--- config.mk ---
export PLATFORM = sky130hd
export DESIGN_NAME = baud_ctrl
export DESIGN_NICKNAME = d
export VERILOG_FILES = /design/src/rtl/baud_ctrl.sv
export SDC_FILE = /design/constraint.sdc
export NUM_CORES = 1
export LEC_CHECK = 0
export CORE_MARGIN = 5
export CORE_UTILIZATION = 50
export CTS_CLUSTER_SIZE = 30
export DETAILED_ROUTE_END_ITERATION = 6
export DONT_BUFFER_PORTS = 1
export HOLD_SLACK_MARGIN = 0.03
export PLACE_DENSITY = 0.72
export SETUP_SLACK_MARGIN = 0.05
export SLEW_MARGIN = 20
export SYNTH_ARGS = -nofsm -noshare
export SYNTH_HDL_FRONTEND = slang
export SYNTH_SLANG_ARGS = --single-unit
--- constraint.sdc ---
create_clock -name clk -period 15.3 [get_ports clk]
set_clock_uncertainty 0.15 [all_clocks]
set_input_delay 2.295 -clock clk [delete_from_list [all_inputs] [get_ports clk]]
set_output_delay 2.295 -clock clk [all_outputs]
set_load 0.02 [all_outputs]
--- src/rtl/baud_ctrl.sv ---
// baud_ctrl: shadow divisor/mode registers, commit sequencing through a
// validate / wait-for-idle / held-reload flow, and a bclk period monitor
// reporting lock and errors via a status register.
module baud_ctrl #(
   parameter int unsigned HOLD_CYC    = 2,
   parameter logic [15:0] DEFAULT_DIV = 16'h00A0
) (
   input  logic        clk,
   input  logic        rst,
   input  logic        wr_en,
   input  logic        rd_en,
   input  logic [1:0]  addr,
   input  logic [7:0]  wdata,
   output logic [7:0]  rdata,
   input  logic        line_busy,
   input  logic        bclk,
   output logic [15:0] dlh_dll,
   output logic        mode_osl,
   output logic        bgen_rstn,
   output logic        baud_ok
);

   typedef enum logic [2:0] {
      ST_IDLE  = 3'd0,
      ST_CHECK = 3'd1,
      ST_WAIT  = 3'd2,
      ST_APPLY = 3'd3,
      ST_SYNC  = 3'd4,
      ST_RUN   = 3'd5
   } state_e;

   state_e      state_q, state_d;
   logic [15:0] shadow_div_q, shadow_div_d;
   logic        shadow_mode_q, shadow_mode_d;
   logic [15:0] pend_div_q, pend_div_d;
   logic        pend_mode_q, pend_mode_d;
   logic [15:0] pend_quot_q, pend_quot_d;
   logic [15:0] act_quot_q, act_quot_d;
   logic [15:0] dlh_dll_q, dlh_dll_d;
   logic        mode_osl_q, mode_osl_d;
   logic        bgen_rstn_q, bgen_rstn_d;
   logic        baud_ok_q, baud_ok_d;
   logic        cfg_err_q, cfg_err_d;
   logic        tick_err_q, tick_err_d;
   logic        applied_q, applied_d;
   logic [3:0]  hold_cnt_q, hold_cnt_d;
   logic [15:0] mon_cnt_q, mon_cnt_d;
   logic [7:0]  rdata_q, rdata_d;

   logic        commit, w1c, cfg_valid, load_active, tick_good, tick_bad;
   logic [15:0] quot;
   logic [7:0]  status;

   assign commit    = wr_en && (addr == 2'd2) && wdata[1];
   assign w1c       = wr_en && (addr == 2'd3);
   assign quot      = shadow_mode_q ? (shadow_div_q / 16'd13) : {4'b0000, shadow_div_q[15:4]};
   assign cfg_valid = (quot != '0);
   assign status    = {1'b0, state_q, !(state_q inside {ST_RUN, ST_IDLE}),
                       tick_err_q, cfg_err_q, baud_ok_q};

   // Period monitor verdicts; only meaningful while the generator is released
   assign tick_good = bgen_rstn_q && bclk && (mon_cnt_q == act_quot_q);
   assign tick_bad  = bgen_rstn_q && ((bclk && (mon_cnt_q != act_quot_q)) ||
                                      (!bclk && (mon_cnt_q > act_quot_q)));

   // State and datapath registers with synchronous reset
   always_ff @(posedge clk) begin
      if (rst) begin
         state_q       <= ST_IDLE;
         shadow_div_q  <= DEFAULT_DIV;
         shadow_mode_q <= 1'b0;
         pend_div_q    <= DEFAULT_DIV;
         pend_mode_q   <= 1'b0;
         pend_quot_q   <= '0;
         act_quot_q    <= '0;
         dlh_dll_q     <= DEFAULT_DIV;
         mode_osl_q    <= 1'b0;
         bgen_rstn_q   <= 1'b0;
         baud_ok_q     <= 1'b0;
         cfg_err_q     <= 1'b0;
         tick_err_q    <= 1'b0;
         applied_q     <= 1'b0;
         hold_cnt_q    <= '0;
         mon_cnt_q     <= '0;
         rdata_q       <= '0;
      end else begin
         state_q       <= state_d;
         shadow_div_q  <= shadow_div_d;
         shadow_mode_q <= shadow_mode_d;
         pend_div_q    <= pend_div_d;
         pend_mode_q   <= pend_mode_d;
         pend_quot_q   <= pend_quot_d;
         act_quot_q    <= act_quot_d;
         dlh_dll_q     <= dlh_dll_d;
         mode_osl_q    <= mode_osl_d;
         bgen_rstn_q   <= bgen_rstn_d;
         baud_ok_q     <= baud_ok_d;
         cfg_err_q     <= cfg_err_d;
         tick_err_q    <= tick_err_d;
         applied_q     <= applied_d;
         hold_cnt_q    <= hold_cnt_d;
         mon_cnt_q     <= mon_cnt_d;
         rdata_q       <= rdata_d;
      end
   end

   // Next-state logic; a commit in any non-IDLE state restarts validation
   always_comb begin
      state_d = state_q;
      unique case (state_q)
         ST_IDLE:  if (commit) state_d = ST_CHECK;
         ST_CHECK: begin
            if (commit)          state_d = ST_CHECK;
            else if (!cfg_valid) state_d = applied_q ? ST_RUN : ST_IDLE;
            else if (line_busy)  state_d = ST_WAIT;
            else                 state_d = ST_APPLY;
         end
         ST_WAIT:  begin
            if (commit)          state_d = ST_CHECK;
            else if (!line_busy) state_d = ST_APPLY;
         end
         ST_APPLY: begin
            if (commit)          state_d = ST_CHECK;
            else if (hold_cnt_q == 4'(HOLD_CYC - 32'd1)) state_d = ST_SYNC;
         end
         ST_SYNC:  begin
            if (commit)          state_d = ST_CHECK;
            else if (bclk)       state_d = ST_RUN;
         end
         ST_RUN:   if (commit) state_d = ST_CHECK;
         default:  state_d = ST_IDLE;
      endcase
   end

   // Registered-output and datapath next values
   always_comb begin
      shadow_div_d  = shadow_div_q;
      shadow_mode_d = shadow_mode_q;
      pend_div_d    = pend_div_q;
      pend_mode_d   = pend_mode_q;
      pend_quot_d   = pend_quot_q;
      act_quot_d    = act_quot_q;
      dlh_dll_d     = dlh_dll_q;
      mode_osl_d    = mode_osl_q;
      bgen_rstn_d   = bgen_rstn_q;
      baud_ok_d     = baud_ok_q;
      cfg_err_d     = cfg_err_q;
      tick_err_d    = tick_err_q;
      applied_d     = applied_q;
      hold_cnt_d    = '0;
      mon_cnt_d     = '0;
      rdata_d       = rdata_q;

      if (wr_en) begin
         unique case (addr)
            2'd0:    shadow_div_d[7:0]  = wdata;
            2'd1:    shadow_div_d[15:8] = wdata;
            2'd2:    shadow_mode_d      = wdata[0];
            default: ;
         endcase
      end

      // Settings are frozen when validation passes, so later shadow writes
      // without a fresh commit cannot leak into the reload after WAIT.
      if (state_q == ST_CHECK) begin
         pend_div_d  = shadow_div_q;
         pend_mode_d = shadow_mode_q;
         pend_quot_d = quot;
      end

      load_active = (state_d == ST_APPLY) && (state_q != ST_APPLY);
      if (load_active) begin
         applied_d  = 1'b1;
         dlh_dll_d  = (state_q == ST_CHECK) ? shadow_div_q  : pend_div_q;
         mode_osl_d = (state_q == ST_CHECK) ? shadow_mode_q : pend_mode_q;
         act_quot_d = (state_q == ST_CHECK) ? quot          : pend_quot_q;
      end

      if (state_q == ST_APPLY) hold_cnt_d = hold_cnt_q + 4'd1;

      // CHECK/WAIT keep the current release level so an old generator keeps running
      unique case (state_d)
         ST_IDLE, ST_APPLY: bgen_rstn_d = 1'b0;
         ST_SYNC, ST_RUN:   bgen_rstn_d = 1'b1;
         default:           bgen_rstn_d = bgen_rstn_q;
      endcase

      if (bgen_rstn_q && !bclk)
         mon_cnt_d = (mon_cnt_q > act_quot_q) ? mon_cnt_q : mon_cnt_q + 16'd1;

      if (state_d inside {ST_IDLE, ST_APPLY})                     baud_ok_d = 1'b0;
      else if (tick_bad)                                          baud_ok_d = 1'b0;
      else if (tick_good && (state_q inside {ST_SYNC, ST_RUN}))   baud_ok_d = 1'b1;

      if (w1c && wdata[1]) cfg_err_d = 1'b0;
      if ((state_q == ST_CHECK) && !commit && !cfg_valid) cfg_err_d = 1'b1;

      if (w1c && wdata[2]) tick_err_d = 1'b0;
      if (tick_bad)        tick_err_d = 1'b1;

      if (rd_en) begin
         unique case (addr)
            2'd0:    rdata_d = shadow_div_q[7:0];
            2'd1:    rdata_d = shadow_div_q[15:8];
            2'd2:    rdata_d = {7'b0000000, shadow_mode_q};
            default: rdata_d = status;
         endcase
      end
   end

   assign rdata     = rdata_q;
   assign dlh_dll   = dlh_dll_q;
   assign mode_osl  = mode_osl_q;
   assign bgen_rstn = bgen_rstn_q;
   assign baud_ok   = baud_ok_q;

endmodule

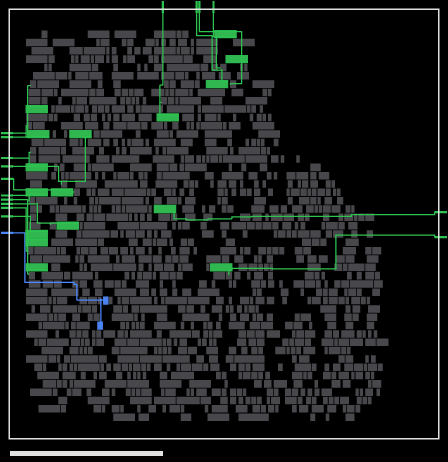
Figure 1: port wiring.
Bar = 50 µm.
legend:
  blue:
    port: `line_busy`
    bits: 1
    direction: input
    end_cells: 2
    buffers: 0
    wire: 63.4 µm
  green:
    port: `dlh_dll`
    bits: 16
    direction: output
    end_cells: 16
    buffers: 0
    wire: 572 µm
buffers added on ports: 0
I/O pin count: 43

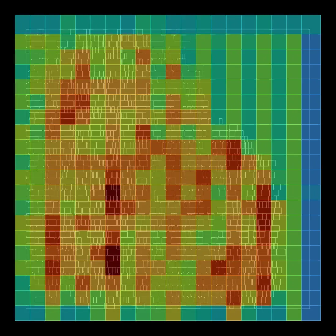
Figure 2: track usage over the die.
met1 capacity usage during global routing: 0.316
DR WL/cell: 18.5 µm
layer with the highest usage: met2
fraction of met2 tracks used by global routing: 0.375

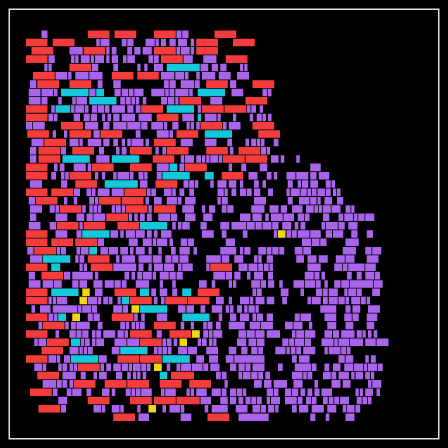
Figure 3: cell classes on the final placement.
legend:
  red:
    class: flip-flops
    cells: 119
  cyan:
    class: clock drivers and dummy loads
    cells: 32
  purple:
    class: all other logic
    cells: 867
  yellow:
    class: other buffers and delay cells
    cells: 9
share of the core filled with cells in the final layout: 0.543
share of cell area taken by flip-flops and latches: 0.265
CORE AREA: 16600 µm²
row count: 47

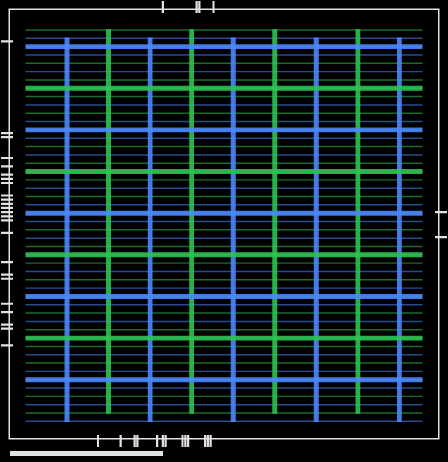
Figure 4: power grid.
Bar = 50 µm. Pins as bars on the die edge.
legend:
  green:
    net: VDD
  blue:
    net: VSS
met5 straps: 9
signal pins: 43
die boundary height: 140 µm
largest vdd supply drop: 116 µV
die width: 140 µm

sequential cells by signal, summed over array words and instances, names as in the netlist:
name           flops
act_quot_q        16
applied_q          1
baud_ok            1
bgen_rstn          1
cfg_err_q          1
dlh_dll           16
hold_cnt_q         4
mode_osl           1
mon_cnt_q         16
pend_div_q        16
pend_mode_q        1
pend_quot_q       16
rdata              8
shadow_div_q      16
shadow_mode_q      1
state_q            3
tick_err_q         1
how the worst max path moves through the flow:
stage	end	slack [ns]	depth (start not counted)
floorplan	act_quot_q[0]	7.74	30
global placement	dlh_dll[10]	5.91	28
detailed placement	act_quot_q[15]	5.74	28
CTS	act_quot_q[15]	5.72	28
global route	act_quot_q[5]	4.77	28
finish	dlh_dll[10]	5.54	28
==> metrics.sh <==
LAYOUT.CLOCK.CELL_AREA_SHARE=0.0657
CRIT_ARRIVAL_NS=9.90
POST_ROUTE_FRACTION_OF_THE_PERIOD_CONSUMED_BY_THE_CRITICAL_PATH=0.638
UNIQUE_MASTERS_POST_SYNTH=106
UNREPAIRED_SETUP_ENDPOINTS_AFTER_GLOBAL_ROUTING='false'
COMB_AREA_SHARE=0.618
ACHIEVABLE-FREQUENCY_MHz=103
NUMPLACEDINSTANCES=1215
SWITCHINGPOWER_uW=393
RESIDUAL_DRC=0
TOP_CELL_AREA_SHARE=0.283
TOP_LOGIC_KIND='AND-OR/OR-AND gates'
HPWLAFTERDP_UM=16000
SYNTH.YOSYS.WARNINGS=0
DIE_AREA_UM2=19500
FINAL_COUNT_OF_PINS_VIOLATING_MAX_SLEW=0
YOSYSMOSTFREQUENTCELL='sky130_fd_sc_hd__nand2_1'
P_PER_AREA_nW_PER_UM2=121
MIN_FROM='pend_div_q[2]'
DIODES=0
DRTPASS1ITERATIONS=5
LARGEST_DRIVER_FANOUT_ON_THE_CRITICAL_PATH=34
OUTCOME='completed'
POWER_SEQUENTIAL_uW=324
CTS.ROOT.BUFFER_CELL='sky130_fd_sc_hd__clkbuf_16'
GRT_PASS1_WL_UM=37900
CTS_HOLD_BUFFERS=0
CRIT_BUF_INV=1
PRECTSSETUPSLACK_NS=5.74
TOP_LAYER_USED='met4'
POWER.SHARE.COMBINATIONAL=0.342
NONCLKBUFAREAFRAC=0.00750
CLOCK_PATH_BUFFERS=2
SYNTHFLOPTYPE='sky130_fd_sc_hd__dfxtp_1'
NON_CLOCK_INVERTER_COUNT=32
DRV.MAX_CAP_VIOLATION_COUNT=0
MAXPOWERGROUP='clock'
FINAL_CELL_MIX='122 x sky130_fd_sc_hd__nand2_1, 117 x sky130_fd_sc_hd__dfxtp_1, 108 x sky130_fd_sc_hd__nor2_1, 72 x sky130_fd_sc_hd__a21oi_1, 35 x sky130_fd_sc_hd__o21ai_0'
FINALHOLDWORSTSLACK_NS=0.300
GP_ROUTABILITY_CONGESTION=0.935
GLOBALROUTE.TOTALOVERFLOW=0
